### config.mk
export PLATFORM = sky130hd
export DESIGN_NAME = trap_ctrl_flat
export DESIGN_NICKNAME = d
export VERILOG_FILES = /design/src/rtl/trap_ctrl_if.sv /design/src/rtl/trap_ctrl.sv /design/src/flat_wrapper.sv
export SDC_FILE = /design/constraint.sdc
export NUM_CORES = 1
export LEC_CHECK = 0
export ABC_AREA = 1
export CORE_AREA = 4 4 258 260
export CTS_CLUSTER_SIZE = 10
export DETAILED_ROUTE_END_ITERATION = 10
export DIE_AREA = 0 0 262 264
export PLACE_DENSITY = 0.52
export RECOVER_POWER = 100
export SYNTH_ARGS = -nofsm -noshare
export SYNTH_HDL_FRONTEND = slang
export SYNTH_SLANG_ARGS = --single-unit
### constraint.sdc
create_clock -name clk -period 2.1 [get_ports clk]
set_input_delay 0.525 -clock clk [delete_from_list [all_inputs] [get_ports clk]]
set_output_delay 0.525 -clock clk [all_outputs]
set_load 0.1 [all_outputs]
### src/rtl/trap_ctrl_if.sv
`default_nettype none
// ============================================================================
// trap_ctrl_if : commit, CSR and redirect signals of the trap sequencer
// Rev 1.0
// ============================================================================
interface trap_ctrl_if #(
  parameter int XLEN = 64
);
  // commit stage
  logic            commit_valid;
  logic [XLEN-1:0] commit_pc;
  logic            commit_exc;
  logic [3:0]      commit_cause;
  logic [XLEN-1:0] commit_tval;
  logic            commit_mret;
  logic            commit_ready;
  logic            commit_kill;
  // CSR file
  logic            mstatus_mie;
  logic [1:0]      mstatus_mpp;
  logic [XLEN-1:0] mie;
  logic [XLEN-1:0] mip;
  logic [XLEN-1:0] mtvec;
  logic [XLEN-1:0] mepc;
  logic [1:0]      priv;
  logic            trap_we;
  logic [XLEN-1:0] trap_mepc;
  logic [XLEN-1:0] trap_mcause;
  logic [XLEN-1:0] trap_mtval;
  logic            mret_we;
  logic [1:0]      priv_nxt;
  // front end
  logic            flush;
  logic            redirect_valid;
  logic [XLEN-1:0] redirect_pc;
  logic            redirect_ready;

  modport master (
    output commit_valid, commit_pc, commit_exc, commit_cause, commit_tval, commit_mret,
    output mstatus_mie, mstatus_mpp, mie, mip, mtvec, mepc, priv, redirect_ready,
    input  commit_ready, commit_kill, trap_we, trap_mepc, trap_mcause, trap_mtval,
    input  mret_we, priv_nxt, flush, redirect_valid, redirect_pc
  );

  modport slave (
    input  commit_valid, commit_pc, commit_exc, commit_cause, commit_tval, commit_mret,
    input  mstatus_mie, mstatus_mpp, mie, mip, mtvec, mepc, priv, redirect_ready,
    output commit_ready, commit_kill, trap_we, trap_mepc, trap_mcause, trap_mtval,
    output mret_we, priv_nxt, flush, redirect_valid, redirect_pc
  );
endinterface
`default_nettype wire

### src/rtl/trap_ctrl.sv
`default_nettype none
// ============================================================================
// trap_ctrl : trap / MRET sequencer between commit and the CSR file
// Rev 1.0
// ============================================================================
module trap_ctrl #(
  parameter int XLEN        = 64,
  parameter bit VECTORED_EN = 1'b1
) (
  input  wire logic   clk,
  input  wire logic   reset,
  trap_ctrl_if.slave  tc_if
);

  typedef enum logic [1:0] {
    S_IDLE     = 2'd0,
    S_ENTER    = 2'd1,
    S_MRET     = 2'd2,
    S_REDIRECT = 2'd3
  } state_t;

  localparam logic [1:0]      PRIV_M   = 2'b11;
  localparam logic [XLEN-1:0] IRQ_MASK = XLEN'(12'h888);

  state_t          state_q;
  logic [XLEN-1:0] mepc_q;
  logic [3:0]      cause_q;
  logic [XLEN-1:0] tval_q;
  logic            irq_q;
  logic [XLEN-1:0] target_q;
  logic [1:0]      mpp_q;

  logic [XLEN-1:0] pend_d;
  logic            irq_en_d;
  logic            take_irq_d;
  logic [3:0]      irq_code_d;
  logic [XLEN-1:0] base_d;
  logic [XLEN-1:0] irq_target_d;
  logic            decide_d;

  assign pend_d     = tc_if.mip & tc_if.mie & IRQ_MASK;
  assign irq_en_d   = (tc_if.priv != PRIV_M) | tc_if.mstatus_mie;
  assign take_irq_d = (|pend_d) & irq_en_d;

  // Fixed priority among the machine-level sources: external, software, timer.
  always_comb begin
    irq_code_d = 4'd7;
    if (pend_d[11])     irq_code_d = 4'd11;
    else if (pend_d[3]) irq_code_d = 4'd3;
  end

  assign base_d       = tc_if.mtvec & ~XLEN'(3);
  assign irq_target_d = (VECTORED_EN && (tc_if.mtvec[1:0] == 2'b01))
                        ? base_d + (XLEN'(irq_code_d) << 2) : base_d;
  assign decide_d     = (state_q == S_IDLE) & tc_if.commit_valid;

  always_ff @(posedge clk) begin
    if (reset) begin
      state_q  <= S_IDLE;
      mepc_q   <= '0;
      cause_q  <= '0;
      tval_q   <= '0;
      irq_q    <= 1'b0;
      target_q <= '0;
      mpp_q    <= '0;
    end else begin
      case (state_q)
        S_IDLE: begin
          if (tc_if.commit_valid) begin
            if (take_irq_d) begin
              mepc_q   <= tc_if.commit_pc;
              cause_q  <= irq_code_d;
              tval_q   <= '0;
              irq_q    <= 1'b1;
              target_q <= irq_target_d;
              state_q  <= S_ENTER;
            end else if (tc_if.commit_exc) begin
              mepc_q   <= tc_if.commit_pc;
              cause_q  <= tc_if.commit_cause;
              tval_q   <= tc_if.commit_tval;
              irq_q    <= 1'b0;
              target_q <= base_d;
              state_q  <= S_ENTER;
            end else if (tc_if.commit_mret) begin
              target_q <= tc_if.mepc & ~XLEN'(3);
              mpp_q    <= tc_if.mstatus_mpp;
              state_q  <= S_MRET;
            end
          end
        end
        S_ENTER:    state_q <= S_REDIRECT;
        S_MRET:     state_q <= S_REDIRECT;
        S_REDIRECT: if (tc_if.redirect_ready) state_q <= S_IDLE;
        default:    state_q <= S_IDLE;
      endcase
    end
  end

  assign tc_if.commit_ready   = (state_q == S_IDLE);
  assign tc_if.commit_kill    = decide_d & (take_irq_d | tc_if.commit_exc);
  assign tc_if.trap_we        = (state_q == S_ENTER);
  assign tc_if.mret_we        = (state_q == S_MRET);
  assign tc_if.flush          = (state_q != S_IDLE);
  assign tc_if.redirect_valid = (state_q == S_REDIRECT);
  assign tc_if.redirect_pc    = target_q;
  assign tc_if.trap_mepc      = mepc_q;
  assign tc_if.trap_mcause    = irq_q ? {1'b1, {(XLEN-5){1'b0}}, cause_q}
                                      : {{(XLEN-4){1'b0}}, cause_q};
  assign tc_if.trap_mtval     = tval_q;
  assign tc_if.priv_nxt       = (state_q == S_ENTER) ? PRIV_M :
                                (state_q == S_MRET)  ? mpp_q  : tc_if.priv;

endmodule
`default_nettype wire

### src/flat_wrapper.sv
// flat-port wrapper written by rule: the top's interface ports become plain ports
module trap_ctrl_flat 
#(
  parameter int XLEN        = 64,
  parameter bit VECTORED_EN = 1'b1
)
  (clk, reset, tc_if_commit_valid, tc_if_commit_pc, tc_if_commit_exc, tc_if_commit_cause, tc_if_commit_tval, tc_if_commit_mret, tc_if_mstatus_mie, tc_if_mstatus_mpp, tc_if_mie, tc_if_mip, tc_if_mtvec, tc_if_mepc, tc_if_priv, tc_if_redirect_ready, tc_if_commit_ready, tc_if_commit_kill, tc_if_trap_we, tc_if_trap_mepc, tc_if_trap_mcause, tc_if_trap_mtval, tc_if_mret_we, tc_if_priv_nxt, tc_if_flush, tc_if_redirect_valid, tc_if_redirect_pc);
  trap_ctrl_if #(.XLEN(XLEN)) tc_if_i ();
  input  wire logic clk;
  input  wire logic reset;
  input wire logic [$bits(tc_if_i.commit_valid)-1:0] tc_if_commit_valid;
  input wire logic [$bits(tc_if_i.commit_pc)-1:0] tc_if_commit_pc;
  input wire logic [$bits(tc_if_i.commit_exc)-1:0] tc_if_commit_exc;
  input wire logic [$bits(tc_if_i.commit_cause)-1:0] tc_if_commit_cause;
  input wire logic [$bits(tc_if_i.commit_tval)-1:0] tc_if_commit_tval;
  input wire logic [$bits(tc_if_i.commit_mret)-1:0] tc_if_commit_mret;
  input wire logic [$bits(tc_if_i.mstatus_mie)-1:0] tc_if_mstatus_mie;
  input wire logic [$bits(tc_if_i.mstatus_mpp)-1:0] tc_if_mstatus_mpp;
  input wire logic [$bits(tc_if_i.mie)-1:0] tc_if_mie;
  input wire logic [$bits(tc_if_i.mip)-1:0] tc_if_mip;
  input wire logic [$bits(tc_if_i.mtvec)-1:0] tc_if_mtvec;
  input wire logic [$bits(tc_if_i.mepc)-1:0] tc_if_mepc;
  input wire logic [$bits(tc_if_i.priv)-1:0] tc_if_priv;
  input wire logic [$bits(tc_if_i.redirect_ready)-1:0] tc_if_redirect_ready;
  output wire logic [$bits(tc_if_i.commit_ready)-1:0] tc_if_commit_ready;
  output wire logic [$bits(tc_if_i.commit_kill)-1:0] tc_if_commit_kill;
  output wire logic [$bits(tc_if_i.trap_we)-1:0] tc_if_trap_we;
  output wire logic [$bits(tc_if_i.trap_mepc)-1:0] tc_if_trap_mepc;
  output wire logic [$bits(tc_if_i.trap_mcause)-1:0] tc_if_trap_mcause;
  output wire logic [$bits(tc_if_i.trap_mtval)-1:0] tc_if_trap_mtval;
  output wire logic [$bits(tc_if_i.mret_we)-1:0] tc_if_mret_we;
  output wire logic [$bits(tc_if_i.priv_nxt)-1:0] tc_if_priv_nxt;
  output wire logic [$bits(tc_if_i.flush)-1:0] tc_if_flush;
  output wire logic [$bits(tc_if_i.redirect_valid)-1:0] tc_if_redirect_valid;
  output wire logic [$bits(tc_if_i.redirect_pc)-1:0] tc_if_redirect_pc;
  assign tc_if_i.commit_valid = tc_if_commit_valid;
  assign tc_if_i.commit_pc = tc_if_commit_pc;
  assign tc_if_i.commit_exc = tc_if_commit_exc;
  assign tc_if_i.commit_cause = tc_if_commit_cause;
  assign tc_if_i.commit_tval = tc_if_commit_tval;
  assign tc_if_i.commit_mret = tc_if_commit_mret;
  assign tc_if_i.mstatus_mie = tc_if_mstatus_mie;
  assign tc_if_i.mstatus_mpp = tc_if_mstatus_mpp;
  assign tc_if_i.mie = tc_if_mie;
  assign tc_if_i.mip = tc_if_mip;
  assign tc_if_i.mtvec = tc_if_mtvec;
  assign tc_if_i.mepc = tc_if_mepc;
  assign tc_if_i.priv = tc_if_priv;
  assign tc_if_i.redirect_ready = tc_if_redirect_ready;
  assign tc_if_commit_ready = tc_if_i.commit_ready;
  assign tc_if_commit_kill = tc_if_i.commit_kill;
  assign tc_if_trap_we = tc_if_i.trap_we;
  assign tc_if_trap_mepc = tc_if_i.trap_mepc;
  assign tc_if_trap_mcause = tc_if_i.trap_mcause;
  assign tc_if_trap_mtval = tc_if_i.trap_mtval;
  assign tc_if_mret_we = tc_if_i.mret_we;
  assign tc_if_priv_nxt = tc_if_i.priv_nxt;
  assign tc_if_flush = tc_if_i.flush;
  assign tc_if_redirect_valid = tc_if_i.redirect_valid;
  assign tc_if_redirect_pc = tc_if_i.redirect_pc;
  trap_ctrl #(.XLEN(XLEN), .VECTORED_EN(VECTORED_EN)) u_core (.clk(clk), .reset(reset), .tc_if(tc_if_i));
endmodule
Figure 1. The clock network (run 1).
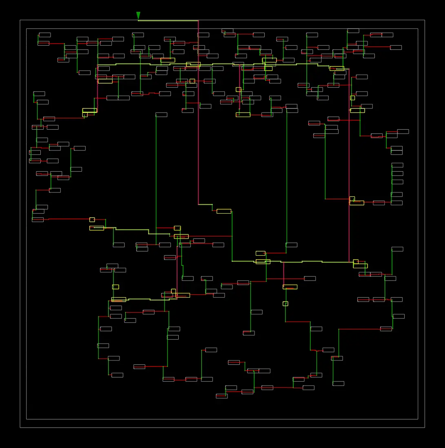
number of clock-tree buffers in the layout: 18
P_clk: 0.00334 W

Figure 2. Supply network (run 1).
Pins as bars on the die edge.
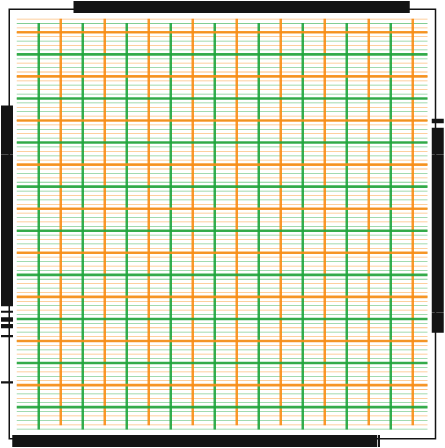
[green] VSS
[orange] VDD
met5 straps: 18
met1 rails: 94
signal pins: 663
rows: 93

==> flow_metrics.env, run 1 <==
# source this file to load flow results
export IMPL_hold_path_class="register to register"
export IMPL_ff_type="dfxtp_1"
export IMPL_clkPwrFrac_pct=15.9
export IMPL_endpoint="tc_if_priv_nxt[0]"
export IMPL_warnings=159
export IMPL_powerComb_w=0.0125
export IMPL_synth_distinct_cells=46
export IMPL_diodes=1
export IMPL_power_leader="combinational cells"
export IMPL_logic_area_mm2=0.00614
export IMPL_rsz0062_at_grt="true"
export IMPL_skew_ps=15.5
export IMPL_ctsHoldBuffers=0
export IMPL_clk_pin_slew_ps=80
export IMPL_antenna_found_initial=7
export IMPL_final_layout_size_suffix_gt1_share_pct=27.6
export IMPL_pwr_share_comb_pct=59.5
export IMPL_swShare_pct=57.6
export IMPL_setup_viol=2
export IMPL_cap_violations=0
export IMPL_final_area_mm2=0.0179
export IMPL_ys_cells=1570
export IMPL_numCtsBuffers=17
export IMPL_startpoint="u_core.state_q[1]"
export IMPL_slowest_stage="dfxtp_4"
export IMPL_nWellTaps=855
export IMPL_slowest_delay_ps=360
export IMPL_drcViolationCount=0
export IMPL_regArea_mm2=0.00399
export IMPL_hold_viol=0
export IMPL_clock_sinks=199
export IMPL_synth_area_mm2=0.0110
export IMPL_sh_seq_area_pct=22.2
export IMPL_synth_async_reset_ratio_pct=0
export IMPL_die_h_um=264
export IMPL_cts_tree="built"
export IMPL_status="complete, but fails checks"
export IMPL_portBuffers=477
export IMPL_seq_cells=199
export IMPL_power_leakage_nw=7.89
export IMPL_final_nets=2598
export IMPL_avgSynthCellArea_um2=7.02
export IMPL_synthCells=1570
export IMPL_ys_area_mm2=0.0110
export IMPL_worstPathRequired_ps=1570
export IMPL_fin_crit_sh_pct=101
export IMPL_min_to="u_core.mpp_q[1]"
export IMPL_grt_max_degree=131
export IMPL_r2r_end="u_core.tc_if.trap_mepc[21]"
export IMPL_ios=663
export IMPL_top_area_cell_class="combinational gates"
export IMPL_ir_drop_v=0.000578
export IMPL_fin_ws_ps=-15.4
export IMPL_max_slew_margin_rel_pct=57.2
export IMPL_comb_area_share_pct=34.2
export IMPL_wl_per_cell_um=18.2
export IMPL_slew_violations=0
export IMPL_dpl_hpwl_um=44200
export IMPL_r2r_start="u_core.state_q[1]"
export IMPL_violations="negative setup slack"
export IMPL_area_growth_syn_to_layout_pct=62.7
Figure 3. Sequential cells coloured by netlist name (run 1).
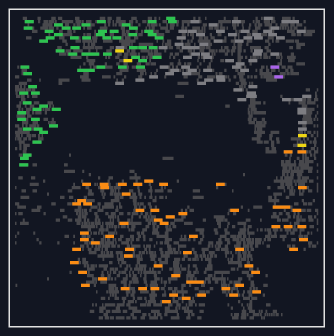
[green] u_core.tc_if.trap_mtval | flops: 64
[yellow] u_core.cause_q | flops: 4
[orange] u_core.tc_if.redirect_pc | flops: 62
[purple] u_core.mpp_q | flops: 2

-- run 1: per-stage QoR --
step                      utilization (%)  instances  TNS (ps)
after floorplan                         -       1630    -47430
final                                28.0       3059     -21.1
after global placement               28.0       3016   -106340
after detailed placement             28.0       3016   -108210
after global routing                 28.0       3058      -462
after CTS                            29.0       3055      -968
-- run 1: what timing repair did --
action,in CTS,in global routing
pin swaps,14,26
setup buffers,9,4
gates resized,26,60
endpoints found under the setup margin,110,60
-- run 1: cell families after synthesis --
family | share of synthesized area (%)
simple gates | 26.9
buf+inv | 12.2
other cells | 0.0340
fa+ha+maj | 0.795
compound gates | 21.9
xor+xnor | 2.07
flops | 36.1
-- run 1: worst max-delay path: cells and delay by family (launching register included) --
kind	cells	cell delay (ps)
buf+inv	3	390
flops	1	360
fa+ha+maj	1	200
compound gates	1	160
-- run 1: flip-flops by register name (all words and copies together), names as in the netlist --
register and count:
u_core.tc_if.trap_mepc 64, u_core.tc_if.trap_mtval 64, u_core.tc_if.redirect_pc 62, u_core.cause_q 4
u_core.mpp_q 2, u_core.state_q 2, u_core.irq_q 1
-- run 1: routing by layer --
layer | GRT usage, % | routed length [um] | vias up
li1 | - | - | 6311
met1 | 19.7 | 24000 | 6161
met2 | 25.7 | 26700 | 391
met3 | 4.74 | 4170 | 50
met4 | 3.53 | 742 | 12
met5 | 0 | 81 | -
-- run 1: cell usage after synthesis (24+ instances only) --
cell and number:
clkbuf_1 45, nor2_1 293, dfxtp_1 199, inv_1 97
nand3_1 60, nand2_1 234, o21ai_0 143, a22oi_2 48
a21oi_1 169, buf_4 76, nand4_1 24, xor2_1 24
==> run 2: changes to the inputs <==
--- a/config.mk
+++ b/config.mk
@@ -7,9 +7,11 @@
 export LEC_CHECK = 0
 export ABC_AREA = 1
-export CORE_AREA = 4 4 258 260
+export CELL_PAD_IN_SITES_DETAIL_PLACEMENT = 0
+export CELL_PAD_IN_SITES_GLOBAL_PLACEMENT = 2
+export CORE_AREA = 4 4 254 256
 export CTS_CLUSTER_SIZE = 10
 export DETAILED_ROUTE_END_ITERATION = 10
-export DIE_AREA = 0 0 262 264
-export PLACE_DENSITY = 0.52
+export DIE_AREA = 0 0 258 260
+export PLACE_DENSITY = 0.84
 export RECOVER_POWER = 100
 export SYNTH_ARGS = -nofsm -noshare
==> constraint.sdc (replaced) <==
create_clock -name clk -period 2.4 [get_ports clk]
set_input_delay 0.6 -clock clk [delete_from_list [all_inputs] [get_ports clk]]
set_output_delay 0.6 -clock clk [all_outputs]
set_load 0.05 [all_outputs]
Figure 4. The clock network (run 2).
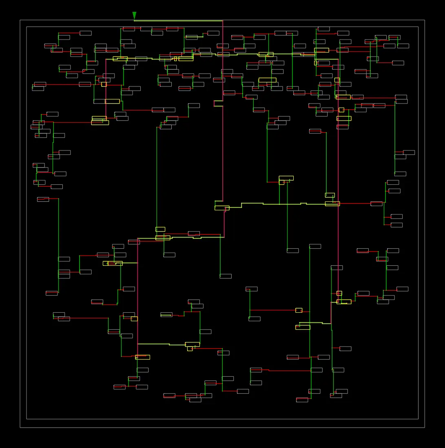
Latency at later pin: 490 ps
P_clk: 0.00321 W

==> flow_metrics.env, run 2 <==
# source this file to load flow results
export IMPL_status="finished clean"
export IMPL_synthCells=1570
export IMPL_setup_viol=0
export IMPL_power_w=0.0155
export IMPL_crit_arrival_ps=1740
export IMPL_fin_crit_ps=2340
export IMPL_post_place_ws_ps=-712
export IMPL_rsz0062_at_grt="true"
export IMPL_hold_path_class="register to register"
export IMPL_yosys_cell_count_top_type="nor2_1"
export IMPL_crit_family="buffers and inverters"
export IMPL_fin_ws_ps=59.5
export IMPL_reg2reg_depth=9
export IMPL_fp_util_pct=17.6
export IMPL_fillers=6866
export IMPL_drcViolationCount=0
export IMPL_slowest_stage="clkdlybuf4s50_1"
export IMPL_worstPathRequired_ps=1800
export IMPL_area_growth_syn_to_layout_pct=64.6
export IMPL_ios=663
export IMPL_clkPwrFrac_pct=20.7
export IMPL_power_leader="combinational cells"
export IMPL_max_slew_margin_rel_pct=43.3
export IMPL_critPathMaxFanout=2
export IMPL_final_nets=2575
export IMPL_avgSynthCellArea_um2=7.02
export IMPL_wl_per_cell_um=18.4
export IMPL_pwr_share_comb_pct=50.7
export IMPL_warnings=155
export IMPL_first_pass_iters=5
export IMPL_min_path_cells=2
export IMPL_cp_cell_sequence="clkdlybuf4s50_1"
export IMPL_slowest_delay_ps=850
export IMPL_wl_met3_um=4140
export IMPL_cap_violations=0
export IMPL_r2r_start="u_core.state_q[1]"
export IMPL_numCtsBuffers=17
export IMPL_skew_ps=11.3
export IMPL_grt_first_pass_wirelength_um=80400
export IMPL_wl_met2_um=26800
export IMPL_slew_violations=0
export IMPL_highest_signal_layer="met5"
export IMPL_clk_pin_slew_ps=80
export IMPL_final_core_util_pct=29.0
export IMPL_fin_crit_sh_pct=97.5
export IMPL_powerComb_w=0.00787
export IMPL_clock_sinks=199
export IMPL_rows=92
export IMPL_p_switching_w=0.00735
export IMPL_hold_viol=0
export IMPL_stdcell_count=3030
export IMPL_root_buffer="clkbuf_16"
export IMPL_swShare_pct=47.4
export IMPL_path_buffers=1
export IMPL_synth_seq_share_pct=36.1
export IMPL_antenna_left=0
export IMPL_die_h_um=260
export IMPL_final_layout_size_suffix_gt1_share_pct=13.8
export IMPL_ys_cells=1570
export IMPL_antenna_found_initial=5
export IMPL_min_to="u_core.mpp_q[0]"
export IMPL_synth_area_mm2=0.0110
export IMPL_rrSetupSlack_ps=210
export IMPL_r2r_end="u_core.cause_q[2]"
export IMPL_critPathCaptureType="output port"
export IMPL_final_area_mm2=0.0181
export IMPL_portBuffers=477
export IMPL_dpl_hpwl_um=43700
export IMPL_synth_async_reset_ratio_pct=0
export IMPL_wl_met1_um=23500
export IMPL_max_freq_mhz=427
export IMPL_common_cells="293 x nor2_1, 234 x nand2_1, 199 x dfxtp_1, 169 x a21oi_1, 143 x o21ai_0"
export IMPL_grt_max_degree=83
export IMPL_cts_tree="built"
export IMPL_ys_warn_count=0
export IMPL_edf_count=0
export IMPL_synth_distinct_cells=46
export IMPL_totalNegativeSetupSlack_ps=0
export IMPL_power_leakage_nw=7.55
export IMPL_ir_drop_v=0.000537
export IMPL_ys_area_mm2=0.0110
export IMPL_wl_um=55800
export IMPL_place_inst=2988
export IMPL_ff_type="dfxtp_1"
## run 2: cell counts after synthesis
Identical to the previous run, type by type.
## run 2: worst max-delay path by stage
stage | start | endpoint | slack, ps | depth (start not counted)
6_report | u_core.tc_if.redirect_pc[39] | tc_if_redirect_pc[39] | 60 | 1
3_3_place_gp | tc_if_mip[11] | u_core.tc_if.redirect_pc[51] | -740 | 15
2_1_floorplan | u_core.state_q[0] | tc_if_commit_kill | 100 | 6
3_5_place_dp | tc_if_mip[11] | u_core.tc_if.redirect_pc[51] | -710 | 15
4_1_cts | u_core.state_q[0] | tc_if_priv_nxt[1] | -10 | 5
5_1_grt | tc_if_mie[11] | u_core.tc_if.redirect_pc[25] | -20 | 15
## run 2: area by class of cell
class | instances | area [um2] | area share [%]
diodes | 2 | 5.00 | 0.0276
clock buffers | 19 | 433 | 2.39
clock inverters | 13 | 176 | 0.973
inverters | 107 | 410 | 2.26
multi-input cells | 1172 | 5770 | 31.8
flip-flops and latches | 199 | 3980 | 22.0
well taps | 846 | 1060 | 5.84
repair buffers | 672 | 6300 | 34.7
## run 2: repair_timing
item	CTS	global route
pin swaps	10	4
endpoints found under the hold margin	0	0
resized	15	13
setup endpoints to repair	36	35
hold buffers	0	0
gates cloned	0	0
buffers inserted	6	2
## run 2: cell families (layout without fill, tap and decap cells)
kind of cell | count (synthesis) | count (layout) | synth area share [%]
simple gates | 683 | 683 | 26.9
compound gates | 395 | 395 | 21.9
buf+inv | 259 | 811 | 12.2
flops | 199 | 199 | 36.1
xor+xnor | 26 | 26 | 2.07
fa+ha+maj | 7 | 7 | 0.795
other cells | 1 | 63 | 0.0340
## run 2: layer usage
layer	vias up	track usage, %
met5	-	0
met1	6039	20.0
met4	6	4.76
met3	71	4.51
met2	427	26.1
li1	6268	-
Power figures rest on the tool's default switching activity, not on a simulated workload.
